==> src/rtl/fetch_pkg.sv <==
// fetch_pkg: shared fetch-stage types and constants; opcode values are shared with maindec.
package fetch_pkg;
    typedef enum logic [1:0] {BOOT, RUN, HALT} fetch_state_t;
    localparam logic [15:0] INSTR_NOP = 16'h0000;
    localparam int OP_MSB = 15;
    localparam int OP_LSB = 13;
    localparam logic [2:0] OP_RTYPE = 3'b000;
    localparam logic [2:0] OP_ADDI  = 3'b001;
    localparam logic [2:0] OP_LW    = 3'b010;
    localparam logic [2:0] OP_SW    = 3'b011;
    localparam logic [2:0] OP_BEQ   = 3'b100;
    localparam logic [2:0] OP_BNE   = 3'b101;
    localparam logic [2:0] OP_J     = 3'b110;
    localparam logic [2:0] OP_JAL   = 3'b111;
endpackage

==> src/rtl/fetch_stage_ifid_reg.sv <==
// ifid_reg: IF/ID pipeline register; flush beats load, otherwise hold. pcplus is kept on flush.
module ifid_reg
    import fetch_pkg::*;
#(
    parameter int n = 16
) (
    input  logic         clk,
    input  logic         reset,
    input  logic         load,
    input  logic         flush,
    input  logic [n-1:0] d_instr,
    input  logic [n-1:0] d_pcplus,
    output logic [n-1:0] instr,
    output logic [n-1:0] pcplus,
    output logic         valid
);
    always_ff @(posedge clk or posedge reset) begin
        if (reset) begin
            instr  <= n'(INSTR_NOP);
            pcplus <= '0;
            valid  <= 1'b0;
        end else if (flush) begin
            instr <= n'(INSTR_NOP);
            valid <= 1'b0;
        end else if (load) begin
            instr  <= d_instr;
            pcplus <= d_pcplus;
            valid  <= 1'b1;
        end
    end
endmodule

==> src/rtl/fetch_stage.sv <==
// fetch_stage: PC, BOOT/RUN/HALT control and next-PC mux feeding ifid_reg.
// Optional perf counters are enabled by defining FETCH_PERF_EN.
module fetch_stage
    import fetch_pkg::*;
#(
    parameter int           n        = 16,
    parameter logic [n-1:0] RESET_PC = '0,
    parameter int           PC_STEP  = 2
) (
    input  logic         clk,
    input  logic         reset,
    output logic [n-1:0] imem_addr,
    input  logic [n-1:0] imem_rdata,
    input  logic         stall,
    input  logic         redirect,
    input  logic [n-1:0] redirect_pc,
    input  logic         halt,
    output logic [n-1:0] pc,
    output logic [n-1:0] ifid_instr,
    output logic [n-1:0] ifid_pcplus,
    output logic         ifid_valid,
    output logic [2:0]   op,
    output logic         halted
`ifdef FETCH_PERF_EN
    ,
    output logic [31:0]  perf_fetched,
    output logic [31:0]  perf_stalls
`endif
);
    localparam logic [n-1:0] STEP  = n'(PC_STEP);
    localparam logic [n-1:0] ALIGN = ~n'(1);

    fetch_state_t state, state_next;
    logic [n-1:0] pc_next, pcplus;
    logic         load, flush, reg_valid;

    assign pcplus = pc + STEP;

    // redirect wins over stall; halt stops fetching but still honours a same-edge redirect
    always_comb begin
        state_next = state;
        pc_next    = pc;
        load       = 1'b0;
        flush      = 1'b0;
        case (state)
            BOOT: state_next = RUN;
            RUN: begin
                flush      = redirect | (halt & ~stall);
                load       = ~redirect & ~stall & ~halt;
                pc_next    = redirect ? (redirect_pc & ALIGN) : load ? pcplus : pc;
                state_next = halt ? HALT : RUN;
            end
            default: ;
        endcase
    end

    always_ff @(posedge clk or posedge reset) begin
        if (reset) begin
            state <= BOOT;
            pc    <= RESET_PC;
        end else begin
            state <= state_next;
            pc    <= pc_next;
        end
    end

    ifid_reg #(.n(n)) u_ifid (
        .clk      (clk),
        .reset    (reset),
        .load     (load),
        .flush    (flush),
        .d_instr  (imem_rdata),
        .d_pcplus (pcplus),
        .instr    (ifid_instr),
        .pcplus   (ifid_pcplus),
        .valid    (reg_valid)
    );

    assign imem_addr  = pc;
    assign halted     = (state == HALT);
    assign ifid_valid = reg_valid & ~halted;
    assign op         = ifid_instr[OP_MSB:OP_LSB];

`ifdef FETCH_PERF_EN
    always_ff @(posedge clk or posedge reset) begin
        if (reset) begin
            perf_fetched <= '0;
            perf_stalls  <= '0;
        end else begin
            if (load && ~&perf_fetched)
                perf_fetched <= perf_fetched + 32'd1;
            if (state == RUN && stall && !redirect && ~&perf_stalls)
                perf_stalls <= perf_stalls + 32'd1;
        end
    end
`endif
endmodule
==> config.mk <==
export PLATFORM = sky130hd
export DESIGN_NAME = fetch_stage
export DESIGN_NICKNAME = d
export VERILOG_FILES = /design/src/rtl/fetch_pkg.sv /design/src/rtl/fetch_stage_ifid_reg.sv /design/src/rtl/fetch_stage.sv
export SDC_FILE = /design/constraint.sdc
export NUM_CORES = 1
export LEC_CHECK = 0
export ABC_AREA = 1
export CORE_UTILIZATION = 43
export CTS_CLUSTER_SIZE = 20
export DETAILED_ROUTE_END_ITERATION = 7
export PLACE_DENSITY = 0.78
export SETUP_SLACK_MARGIN = 0.5
export SYNTH_ARGS = -nofsm -noshare
export SYNTH_HDL_FRONTEND = slang
export SYNTH_SLANG_ARGS = --single-unit
==> constraint.sdc <==
create_clock -name clk -period 2.2 [get_ports clk]
set_clock_uncertainty 0.2 [all_clocks]
set_input_delay 0.44 -clock clk [delete_from_list [all_inputs] [get_ports clk]]
set_output_delay 0.44 -clock clk [all_outputs]
set_load 0.01 [all_outputs]
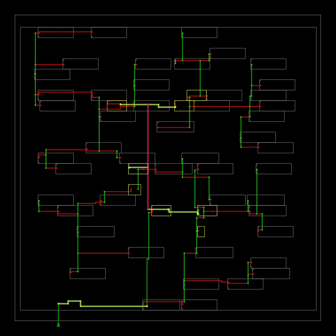
Figure 1: clock nets.
clock buf count: 6
clk sinks: 49

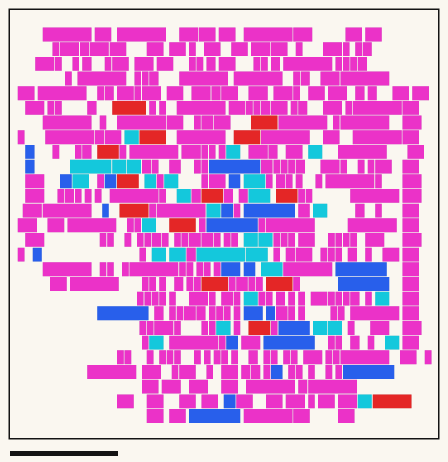
Figure 2: sizing map.
The bar under the picture is 20 µm long.
Key: magenta = drive 1 or less [cells 372, share 84%]; cyan = drive 3 to 4 [cells 30, share 6.8%]; blue = drive 2 [cells 25, share 5.7%]; red = drive 6 and up [cells 14, share 3.2%]
P&R area growth vs syn: 47.47%
non-clock buffer count: 128
Design Area, Final: 3794 µm²

==> flow_metrics.py <==
# Auto-generated metrics
metrics = {
    "logic_synthesis": {
        "ys_seq_share_pct": 47.67,
        "yosysMostFrequentCell": "nand2_1",
        "top_cells_by_area": "dfrtp_1, nand2_1, buf_4",
        "async_flop_share_pct": 100.0,
        "avgSynthCellArea_um2": 7.633,
        "ys.flops": 49,
        "yosysWarningCount": 0,
        "top_cell_area_share_pct": 47.67,
        "ys_area_um2": 2572,
        "yosysUniqueCellTypes": 22,
        "synthCells": 337,
    },
    "grt": {
        "antenna_found_initial": 0,
        "grt_max_degree": 50,
        "first_global_vias": 2318,
        "track_usage_pct": 22.11,
        "grt_overflow": 0,
        "grt_pass1_wl_mm": 10.87,
    },
    "worst_setup_path": {
        "end_kind": "flop",
        "required_ns": 2.24,
        "crit_path_frequent_cell": "nand2_1",
        "r2r_slack_ns": 0.50,
        "r2r-start": "imem_addr[2]$_DFFE_PP0P_",
        "crit_type": "reg -> reg",
        "timing.rr.end": "imem_addr[11]$_DFFE_PP0P_",
    },
    "drt": {
        "drtPass1Iterations": 6,
        "ant_nets": 0,
        "drt-total-wl_mm": 6.970,
        "drt_iter0_drc": 226,
    },
    "final_layout": {
        "num_antenna_cells": 0,
        "nNetsFinal": 478,
    },
    "final_timing": {
        "period_used_pct": 77.21,
        "max_freq_mhz": 588.7,
        "maxSlewViolCount": 0,
        "grt_setup_unrepaired": "yes",
    },
    "run_status": {
        "outcome": "finished clean",
    },
    "pwr": {
        "power_density_nw_per_um2": 430.6,
        "vdd_ir_drop_max_uv": 318.0,
    },
    "clock_tree": {
        "clkSlewWorstSetupHoldPaths_ns": 0.09,
        "hold_buffers": 0,
        "h-tree-depth": 2,
        "cts_tree": "built",
    },
    "run": {
        "openroad.warnings": 29,
        "cap_viol_max_count": 0,
    },
    "hold_path": {
        "min_path_type": "reg -> reg",
    },
    "floorplan": {
        "coreArea_um2": 5642,
        "num_io_pins": 106,
        "initial_utilization_pct": 45.60,
    },
    "place": {
        "placed_area_um2": 3498,
        "placedCellCount": 485,
        "place_hpwl_mm": 4.608,
    },
}
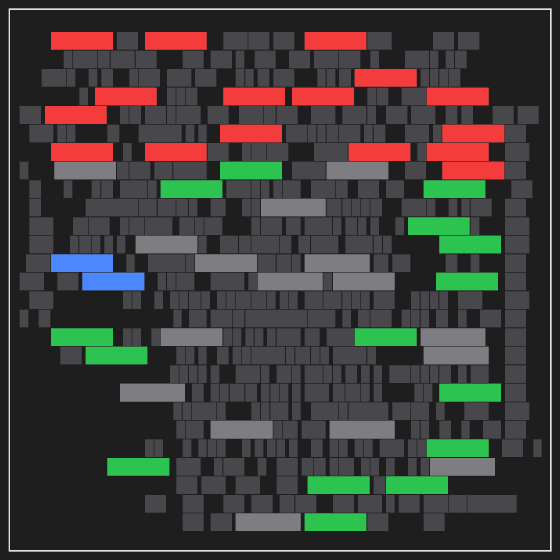
Figure 3: where the registers sit.
Key: red = u_ifid.instr [placed flops 16]; blue = state [placed flops 2]; green = u_ifid.pcplus [placed flops 15]
flop share of the area: 32.62%
seq pwr: 0.920 mW
fin util: 67.24%
Storage cell area: 1237 µm²

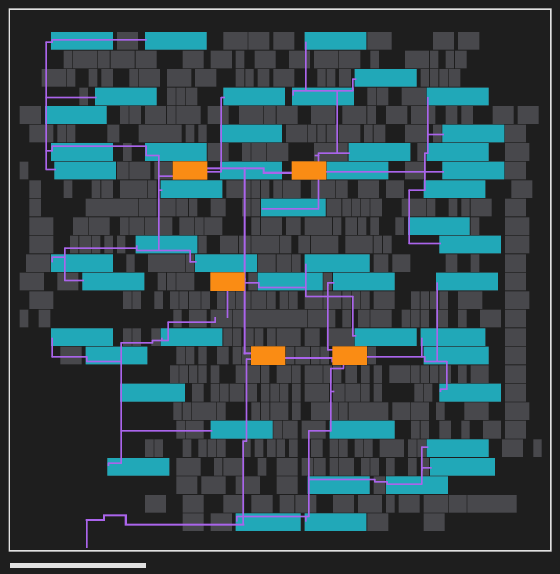
Figure 4: routed clock nets over the placement.
The bar under the picture is 20 µm long.
Key: purple = clock wires [length 565 µm]; cyan = flip-flops [count 49]; orange = cells driving clock nets [count 5]
Position of the flops: spread over the die. There are 6 routed clock nets.
P_clk: 0.561 mW
Latency at later pin: 0.30 ns
clock power share: 34.3%

## final cells by class
cell class,instances,share of cell area (%)
Sequential cell,49,32.62
Timing Repair Buffer,128,30.71
Multi-Input combinational cell,237,29.35
Inverter,19,2.408
Tap cell,72,2.375
Clock buffer,6,2.177
Clock inverter,2,0.3628
## metal layers
layer	global-route usage (%)	routed length (µm)	vias to the layer above
li1	-	-	1237
met1	28.65	2998	1168
met2	37.93	3520	102
met3	3.563	345	18
met4	6.364	106	0
met5	0	0	-
## repair_timing
item | CTS | global route
gates resized | 91 | 35
pin swaps | 3 | 8
setup buffers | 18 | 2
endpoints found under the setup margin | 108 | 54
## metrics by stage
| step | util, % | power (mW) | setup WS [ns] | hold slack, ns |
|---|---|---|---|---|
| finish | 67.24 | 1.633 | 0.5014 | 0.2744 |
| global route | 67.24 | 1.701 | 0.4167 | 0.3070 |
| CTS | 65.47 | 1.649 | 0.3621 | 0.2803 |
| detailed placement | 62.01 | 1.104 | 0.07491 | 0.2640 |
| global placement | 62.01 | 1.101 | 0.1419 | 0.2591 |
| floorplan | - | 0.9980 | 0.5351 | 0.2417 |
## cells in the final DEF (no fill, tap or decap), drive strengths merged, types with 2 or more instances in the layout
cell and n:
nand3 28, inv 17, buf 28, conb 3
dlygate4sd2 58, clkdlybuf4s15 6, a31oi 2, xnor2 2
xor2 5, clkinv 2, nor2 37, o22ai 2
clkdlybuf4s50 34, clkbuf 8, nand4 6, o21ai 14
nand2 135, dfrtp 49
## worst max-delay path: cells and delay by family (launching register included)
family / cells / cell delay [ns]
fa+ha+maj: 1 / 0.16
buf+inv: 2 / 0.26
flops: 1 / 0.42
simple gates: 8 / 0.59
## kinds of logic after synthesis
| group | share of synthesized area, % |
|---|---|
| AOI/OAI and AO/OA | 3.696 |
| buffers and inverters | 12.55 |
| xor gates and xnor gates | 2.383 |
| DFF | 47.67 |
| other | 0.1458 |
| adders and majority gates | 0.4863 |
| and+or+nand+nor | 33.07 |
## registers in the layout (all words and copies together), names as in the netlist
register       flops
u_ifid.instr      16
u_ifid.valid       1
u_ifid.pcplus     15
imem_addr         15
state              2
## worst max path at each step
stage,end,slack (ns),depth (start not counted)
after floorplan,imem_addr[9]$_DFFE_PP0P_,0.54,8
after global placement,u_ifid.valid$_DFFE_PP0P_,0.14,5
after detailed placement,imem_addr[5]$_DFFE_PP0P_,0.07,7
after CTS,ifid_valid,0.36,4
after global routing,imem_addr[11]$_DFFE_PP0P_,0.42,11
final,imem_addr[11]$_DFFE_PP0P_,0.50,11
## report_power, final
group / switching [mW] / internal (mW) / leakage [nW] / total [mW]
logic: 0.0668 / 0.0854 / 1.43 / 0.152
registers: 0.00701 / 0.913 / 0.641 / 0.920
clock network: 0.305 / 0.255 / 0.0512 / 0.561
Power figures rest on the tool's default switching activity, not on a simulated workload.
